## config.mk

```make
export PLATFORM = sky130hd
export DESIGN_NAME = fifo_bit_packer
export DESIGN_NICKNAME = d
export VERILOG_FILES = /design/src/rtl/fifo_bit_packer.sv
export SDC_FILE = /design/constraint.sdc
export NUM_CORES = 1
export LEC_CHECK = 0
export CAP_MARGIN = 0
export CORE_MARGIN = 1.5
export CORE_UTILIZATION = 60
export CTS_BUF_LIST = sky130_fd_sc_hd__clkbuf_8
export DETAILED_ROUTE_END_ITERATION = 7
export PLACE_DENSITY_LB_ADDON = 0.05
export SLEW_MARGIN = 20
export SYNTH_ARGS = -nofsm -noshare
export SYNTH_HDL_FRONTEND = slang
export SYNTH_SLANG_ARGS = --single-unit
```

## constraint.sdc

```tcl
create_clock -name clk_in -period 3.6 [get_ports clk_in]
set_clock_uncertainty 0.1 [all_clocks]
set_input_delay 0.36 -clock clk_in [delete_from_list [all_inputs] [get_ports clk_in]]
set_output_delay 0.36 -clock clk_in [all_outputs]
set_load 0.02 [all_outputs]
```

## src/rtl/fifo_bit_packer.sv

```systemverilog
// fifo_bit_packer: packs a bit-serial valid/ready stream MSB-first into 32-bit words for a word FIFO.
//   clk_in      rising-edge system clock
//   rst         synchronous active-low reset
//   bit_in      serial data bit, qualified by bit_valid
//   bit_valid   bit_in/bit_last qualifier
//   bit_last    final bit of a frame; a partial word is flushed left-justified, zero-padded
//   bit_ready   a bit can be accepted this cycle
//   fifo_din    word to the FIFO, meaningful while fifo_wr_en=1
//   fifo_wr_en  FIFO write strobe
//   fifo_full   registered FIFO full flag
//   frame_done  one-cycle pulse after the last word of a frame is written
//   frame_words words written in the last completed frame (saturating), held until the next frame
module fifo_bit_packer #(
    parameter int WORD_W = 32,
    parameter int CNT_W  = 16
) (
    input  logic              clk_in,
    input  logic              rst,
    input  logic              bit_in,
    input  logic              bit_valid,
    input  logic              bit_last,
    output logic              bit_ready,
    output logic [WORD_W-1:0] fifo_din,
    output logic              fifo_wr_en,
    input  logic              fifo_full,
    output logic              frame_done,
    output logic [CNT_W-1:0]  frame_words
);
    localparam int CW = $clog2(WORD_W);
    localparam logic [CW-1:0] LAST = CW'(WORD_W - 1);

    // The top shift-register bit is never needed: on the 32nd bit the word is taken from the shift input directly.
    logic [WORD_W-2:0] sr_q, sr_d;
    logic [CW-1:0]     cnt_q, cnt_d;
    logic [WORD_W-1:0] hold_word_q, hold_word_d;
    logic              hold_valid_q, hold_valid_d;
    logic              hold_last_q, hold_last_d;
    logic [CNT_W-1:0]  fcnt_q, fcnt_d;
    logic [CNT_W-1:0]  frame_words_q, frame_words_d;
    logic              frame_done_q, frame_done_d;
    logic              accept, load;
    logic [WORD_W-1:0] shifted;
    logic [CNT_W-1:0]  fcnt_inc;

    // Stall every bit while a held word is blocked; gate with rst so nothing moves during reset.
    assign bit_ready   = rst && !(hold_valid_q && fifo_full);
    assign fifo_wr_en  = rst && hold_valid_q && !fifo_full;
    assign fifo_din    = hold_word_q;
    assign frame_done  = frame_done_q;
    assign frame_words = frame_words_q;

    always_comb begin
        accept        = bit_valid && bit_ready;
        shifted       = {sr_q, bit_in};
        load          = accept && (cnt_q == LAST || bit_last);
        fcnt_inc      = &fcnt_q ? fcnt_q : fcnt_q + 1'b1;
        sr_d          = accept ? shifted[WORD_W-2:0] : sr_q;
        cnt_d         = load ? '0 : accept ? cnt_q + 1'b1 : cnt_q;
        // Shifting by 31-cnt left-justifies an n-bit partial word and pushes stale bits out the top.
        hold_word_d   = load ? shifted << (LAST - cnt_q) : hold_word_q;
        hold_valid_d  = load || (hold_valid_q && !fifo_wr_en);
        hold_last_d   = load ? bit_last : hold_last_q;
        fcnt_d        = fifo_wr_en ? (hold_last_q ? '0 : fcnt_inc) : fcnt_q;
        frame_words_d = (fifo_wr_en && hold_last_q) ? fcnt_inc : frame_words_q;
        frame_done_d  = fifo_wr_en && hold_last_q;
    end

    always_ff @(posedge clk_in) begin
        if (!rst) begin
            sr_q          <= '0;
            cnt_q         <= '0;
            hold_word_q   <= '0;
            hold_valid_q  <= 1'b0;
            hold_last_q   <= 1'b0;
            fcnt_q        <= '0;
            frame_words_q <= '0;
            frame_done_q  <= 1'b0;
        end else begin
            sr_q          <= sr_d;
            cnt_q         <= cnt_d;
            hold_word_q   <= hold_word_d;
            hold_valid_q  <= hold_valid_d;
            hold_last_q   <= hold_last_d;
            fcnt_q        <= fcnt_d;
            frame_words_q <= frame_words_d;
            frame_done_q  <= frame_done_d;
        end
    end
endmodule

```

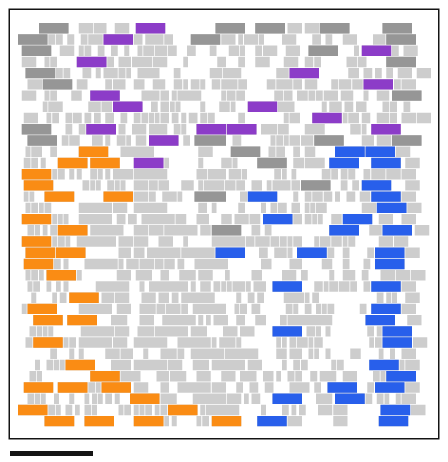
Figure 1: run 1, register map, names as in the netlist.
Bar = 20 um. Other sequential cells in the stronger gray, the rest of the logic in the fainter gray.
legend:
  blue:
    netlist_name: `fifo_din`
    sequential_cells: 32
  orange:
    netlist_name: `sr_q`
    sequential_cells: 31
  purple:
    netlist_name: `fcnt_q`
    sequential_cells: 16
not colored: 24

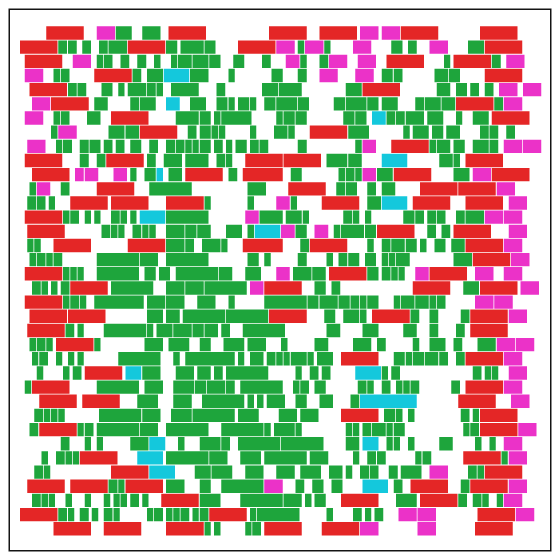
Figure 2: run 1, placement by cell class.
legend:
  green:
    class: combinational and other logic
    cells: 529
    share_of_their_area: 56%
  cyan:
    class: clock drivers and dummy loads
    cells: 16
    share_of_their_area: 3.0%
  magenta:
    class: other buffers and delay cells
    cells: 69
    share_of_their_area: 9.9%
  red:
    class: flops
    cells: 103
    share_of_their_area: 31%

==> results.json, run 1 <==
{
  "die_h_um": 104,
  "leakagePower_nw": 2.18,
  "clkPwrFrac": 0.358,
  "n_all_buffers": 69,
  "place_area_mm2": 0.00656,
  "clk_pin_slew_ns": 0.11,
  "irDropWorstVdd_mv": 0.223,
  "largest_reg_flops": 32,
  "mux_share": 0.201,
  "dieWidth_um": 104,
  "hold_class": "reg -> reg",
  "cp_max_fo": 62,
  "synthTopLogicFamily": "multiplexers",
  "fin_cells": 850,
  "largest_area_cell": "dfxtp_1",
  "cts_htree_levels": 3,
  "grt_pass1_vias": 4814,
  "top_layer": "met4",
  "antenna_found_initial": 0,
  "synth.top_cell.area_share": 0.339,
  "post_synth.cell_area_avg_um2": 8.77,
  "max-clock-path-buffers": 2,
  "ys_seq_share": 0.339,
  "yosys_warnings": 0,
  "fin_nets": 721,
  "comb_cells": 522,
  "top_power_group": "sequential cells",
  "ys.flop_type": "dfxtp_1",
  "swShare": 0.260,
  "topCellsByArea": "dfxtp_1, mux4_2, nand2_1",
  "postSynthCellCount": 694,
  "n_all_inverters": 7,
  "critical_path_required_ns": 3.78,
  "arrival_ns": 2.81,
  "start_kind": "flop",
  "area_growth_pct": 11.1,
  "cts_resized": 0,
  "vias_per_cell": 6.27,
  "fmax_mhz": 380,
  "finalSetupViolCount": 0,
  "remaining_drc_errors": 0,
  "cpMaxStageDelayCell": "buf_4",
  "setup_tns_ns": 0,
  "wl_met2_um": 6670,
  "reg2reg_slack_ns": 0.97,
  "cts_setup_buffers": 0,
  "worstMarginPinSlew_ns": 0.797,
  "holdWs_ns": 0.356,
  "ys_area_mm2": 0.00608,
  "status": "complete, no violations",
  "min_period_ns": 2.63,
  "dp.cells": 834,
  "end_kind": "flop",
  "cp_common_cell": "a211oi_1",
  "p_int_mw": 1.54,
  "io-pin-count": 57,
  "drt_iter0_markers": 452,
  "maxCapViolCount": 0,
  "clk-power_mw": 0.744,
  "grt_overflow_total": 0,
  "grt_max_degree": 64,
  "path_buffers": 1,
  "fin_crit_sh": 0.731,
  "power_density_mw_per_mm2": 308,
  "seq_area_mm2": 0.00206,
  "firstDrtPassIters": 5,
  "area_dominant_class": "logic gates",
  "vias": 5328,
  "grt-busiest-layer": "met1",
  "drive_above_1_share": 0.113,
  "critical_path.top_delay_family": "multiplexers",
  "grt_pass1_wl_um": 25300,
  "critPathKind": "reg -> reg",
  "numClockSinks": 103,
  "pg_comb_mw": 0.173,
  "layout_top_cell": "nand2_1",
  "r2r_cells": 6,
  "seq_share": 0.305,
  "synth-edff-count": 0,
  "final-clk-cell-share": 0.0294,
  "holdPathEnd": "fifo_din[13]",
  "hold_buffers": 0,
  "total_power_mw": 2.08,
  "warning_count": 26,
  "insertedDiodeCount": 0,
  "grt_use_total": 0.292,
  "ys_ff": 103,
  "seq_cell_power_mw": 1.16,
  "fp_nets": 703,
  "yosysUniqueCellTypes": 65,
  "xor_area_frac": 0.0173,
  "ys_async_sr_fraction": 0,
  "timing.critical_path.to": "fifo_din[30]",
  "max-slew-margin-rel": 0.468,
  "critical_path_cell_count": 6,
  "yosys_cells": 694,
  "ys_sh_simple": 0.185,
  "met3_usage": 0.0585,
  "hold_depth": 2,
  "hpwl_um": 11100,
  "rsz0062_at_grt": "false",
  "cts_tree": "yes",
  "met1_length_um": 7300,
  "sh_comb_area": 0.540,
  "p_switching_mw": 0.542,
  "fin_ws_ns": 0.969,
  "power_frac_comb": 0.083,
  "lay_top_cells": "nand2_1, dfxtp_1, o21ai_0",
  "logic_area_mm2": 0.00365,
  "drtAntennaViolNets": 0,
  "crit_path_max_incr_delay_ns": 0.62,
  "syn_area_mm2": 0.00608
}
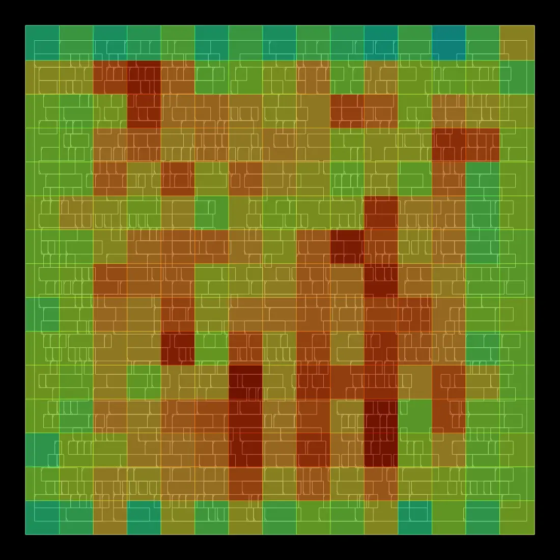
Figure 3: run 1, track usage over the die.
Final Util: 0.688
met2 usage: 0.414
Global Route met1 Usage: 0.450
WL/cell: 18.3 um

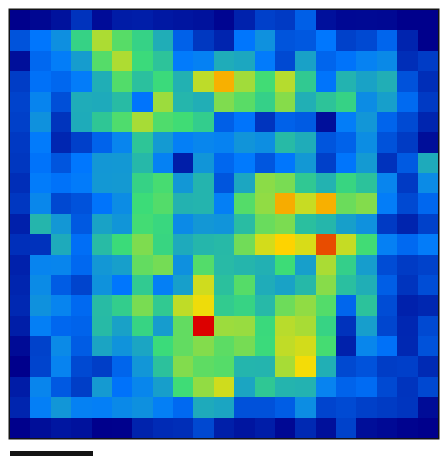
Figure 4: run 1, routed metal per tile.
Bar = 20 um. The die is cut into 21 by 21 equal tiles; dark blue is low, red is high, scaled to the fullest tile. Values are wire area over tile area, all layers added.
tiles over half the peak: 17%
nearly empty tiles: 3.9%
fullest tile: 0.77
mean over tiles: 0.24

Figure 5. Wiring by layer (run 1).
Bar = 20 um.
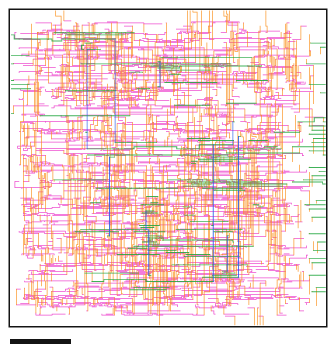

--- run 2 (diff from run 1) ---
--- a/config.mk
+++ b/config.mk
@@ -7,7 +7,7 @@
 export LEC_CHECK = 0
 export CAP_MARGIN = 0
 export CORE_MARGIN = 1.5
-export CORE_UTILIZATION = 60
+export CORE_UTILIZATION = 54
 export CTS_BUF_LIST = sky130_fd_sc_hd__clkbuf_8
 export DETAILED_ROUTE_END_ITERATION = 7
 export PLACE_DENSITY_LB_ADDON = 0.05
==> constraint.sdc (replaced) <==
create_clock -name clk_in -period 2.2 [get_ports clk_in]
set_clock_uncertainty 0.1 [all_clocks]
set_input_delay 0.22 -clock clk_in [delete_from_list [all_inputs] [get_ports clk_in]]
set_output_delay 0.22 -clock clk_in [all_outputs]
set_load 0.02 [all_outputs]
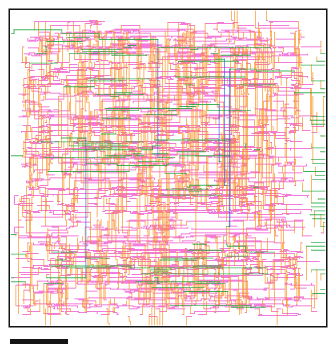
Figure 6: run 2, wiring by layer.
Bar = 20 um.
legend:
  orange:
    layer: metal 2
    wire_length: 7720 um
  magenta:
    layer: metal 1
    wire_length: 8090 um
  blue:
    layer: metal 4
    wire_length: 209 um
  green:
    layer: metal 3
    wire_length: 1360 um

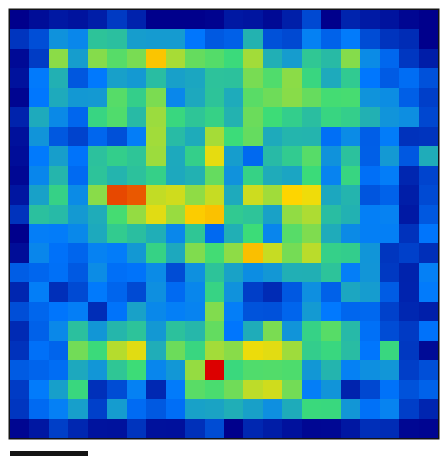
Figure 7: run 2, routed metal per tile.
Bar = 20 um. The die is cut into 22 by 22 equal tiles; dark blue is low, red is high, scaled to the fullest tile. Values are wire area over tile area, all layers added.
densest ninth of the die: center
nearly empty tiles: 3.9%
mean over tiles: 0.24

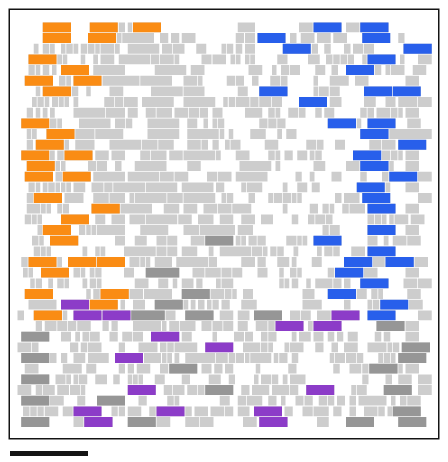
Figure 8: run 2, register map, names as in the netlist.
Bar = 20 um. Other sequential cells in the stronger gray, the rest of the logic in the fainter gray.
legend:
  blue:
    netlist_name: `fifo_din`
    sequential_cells: 32
  purple:
    netlist_name: `fcnt_q`
    sequential_cells: 16
  orange:
    netlist_name: `sr_q`
    sequential_cells: 31
not colored: 24

==> run 2 against run 1 <==
Compared with the run above:
- register-to-register slack worse by 0.92 ns
- critical endpoint is now fifo_din[28]
- largest power group unchanged
- largest cell class unchanged
- non-clock buffer count up 49
- worst hold slack worse by 0.27 ns
- sequential share of layout area down 2.3 points
- total power up 66%
==> results.json, run 2 <==
{
  "holdWs_ns": 0.0898,
  "topCellsByArea": "dfxtp_1, mux4_2, nand2_1",
  "largest_reg_flops": 32,
  "fmax_mhz": 464,
  "hold_buffers": 0,
  "power_density_mw_per_mm2": 472,
  "met1_length_um": 8090,
  "swShare": 0.255,
  "grt_pass1_wl_um": 27800,
  "worstMarginPinSlew_ns": 0.478,
  "power_frac_comb": 0.097,
  "pg_comb_mw": 0.337,
  "syn_area_mm2": 0.00608,
  "logic_area_mm2": 0.00374,
  "synth-edff-count": 0,
  "drt_iter0_markers": 441,
  "largest_area_cell": "dfxtp_1",
  "drt-wirelength-per-cell_um": 19.2,
  "p_switching_mw": 0.881,
  "cts_tree": "yes",
  "min_period_ns": 2.15,
  "hold_depth": 3,
  "ys_async_sr_fraction": 0,
  "cts_htree_levels": 3,
  "wl_met3_um": 1360,
  "vias": 5630,
  "cpMaxStageDelayCell": "dfxtp_4",
  "met1_usage": 0.458,
  "grt-busiest-layer": "met1",
  "clkPwrFrac": 0.353,
  "firstDrtPassIters": 5,
  "critical_path.top_delay_family": "AND-OR/OR-AND gates",
  "cts_setup_buffers": 0,
  "warning_count": 27,
  "finalSetupViolCount": 0,
  "status": "complete, no violations",
  "clk_pin_slew_ns": 0.10,
  "n_all_buffers": 118,
  "hold_class": "in -> reg",
  "clk-power_mw": 1.22,
  "fin_cells": 905,
  "r2r_cells": 7,
  "xor_area_frac": 0.0173,
  "cp_common_cell": "buf_12",
  "top_layer": "met4",
  "dieWidth_um": 109,
  "postSynthCellCount": 694,
  "drive_above_1_share": 0.193,
  "antenna_found_initial": 0,
  "critical_path_cell_count": 7,
  "wl_um": 17400,
  "layout_top_cell": "nand2_1",
  "met3_usage": 0.0687,
  "yosys_cells": 694,
  "critical_path_required_ns": 2.38,
  "cts_resized": 3,
  "yosys_warnings": 0,
  "fin_crit_sh": 0.979,
  "path_buffers": 2,
  "critPathKind": "reg -> reg",
  "synthTopLogicFamily": "multiplexers",
  "ys_sh_simple": 0.185,
  "seq_share": 0.283,
  "start_kind": "flop",
  "hold_start": "rst",
  "area_growth_pct": 20.4,
  "comb_cells": 522,
  "holdPathEnd": "fcnt_q[7]",
  "place_area_mm2": 0.00702,
  "fin_nets": 770,
  "fin_util": 0.670,
  "grt_pass1_vias": 5119,
  "die_h_um": 109,
  "numClockSinks": 103,
  "remaining_drc_errors": 0,
  "max-slew-margin-rel": 0.678,
  "post_synth.cell_area_avg_um2": 8.77,
  "worstReg2RegStart": "cnt_q[1]",
  "drtAntennaViolNets": 0,
  "dp.cells": 886,
  "seq_area_mm2": 0.00207,
  "top_power_group": "sequential cells",
  "ys.flop_type": "dfxtp_1",
  "hpwl_um": 12900,
  "p_int_mw": 2.58,
  "end_kind": "flop",
  "final-clk-cell-share": 0.0270,
  "maxCapViolCount": 0,
  "vias_per_cell": 6.22,
  "grt_overflow_total": 0,
  "grt_max_degree": 68,
  "ys_ff": 103,
  "sh_comb_area": 0.511,
  "irDropWorstVdd_mv": 0.559,
  "cp_max_fo": 21,
  "fp_nets": 703,
  "wl_met2_um": 7720,
  "arrival_ns": 2.34,
  "n_all_inverters": 7,
  "leakagePower_nw": 2.46,
  "crit_path_max_incr_delay_ns": 0.40,
  "yosysUniqueCellTypes": 65,
  "mux_share": 0.201,
  "max-clock-path-buffers": 2,
  "grt_use_total": 0.311,
  "area_dominant_class": "logic gates",
  "gr-usage-met2": 0.454,
  "synth.top_cell.area_share": 0.339,
  "setup_tns_ns": 0,
  "fin_ws_ns": 0.0471,
  "timing.critical_path.to": "fifo_din[28]",
  "ys_seq_share": 0.339,
  "reg2reg_slack_ns": 0.05,
  "insertedDiodeCount": 0
}
Power figures rest on the tool's default switching activity, not on a simulated workload.
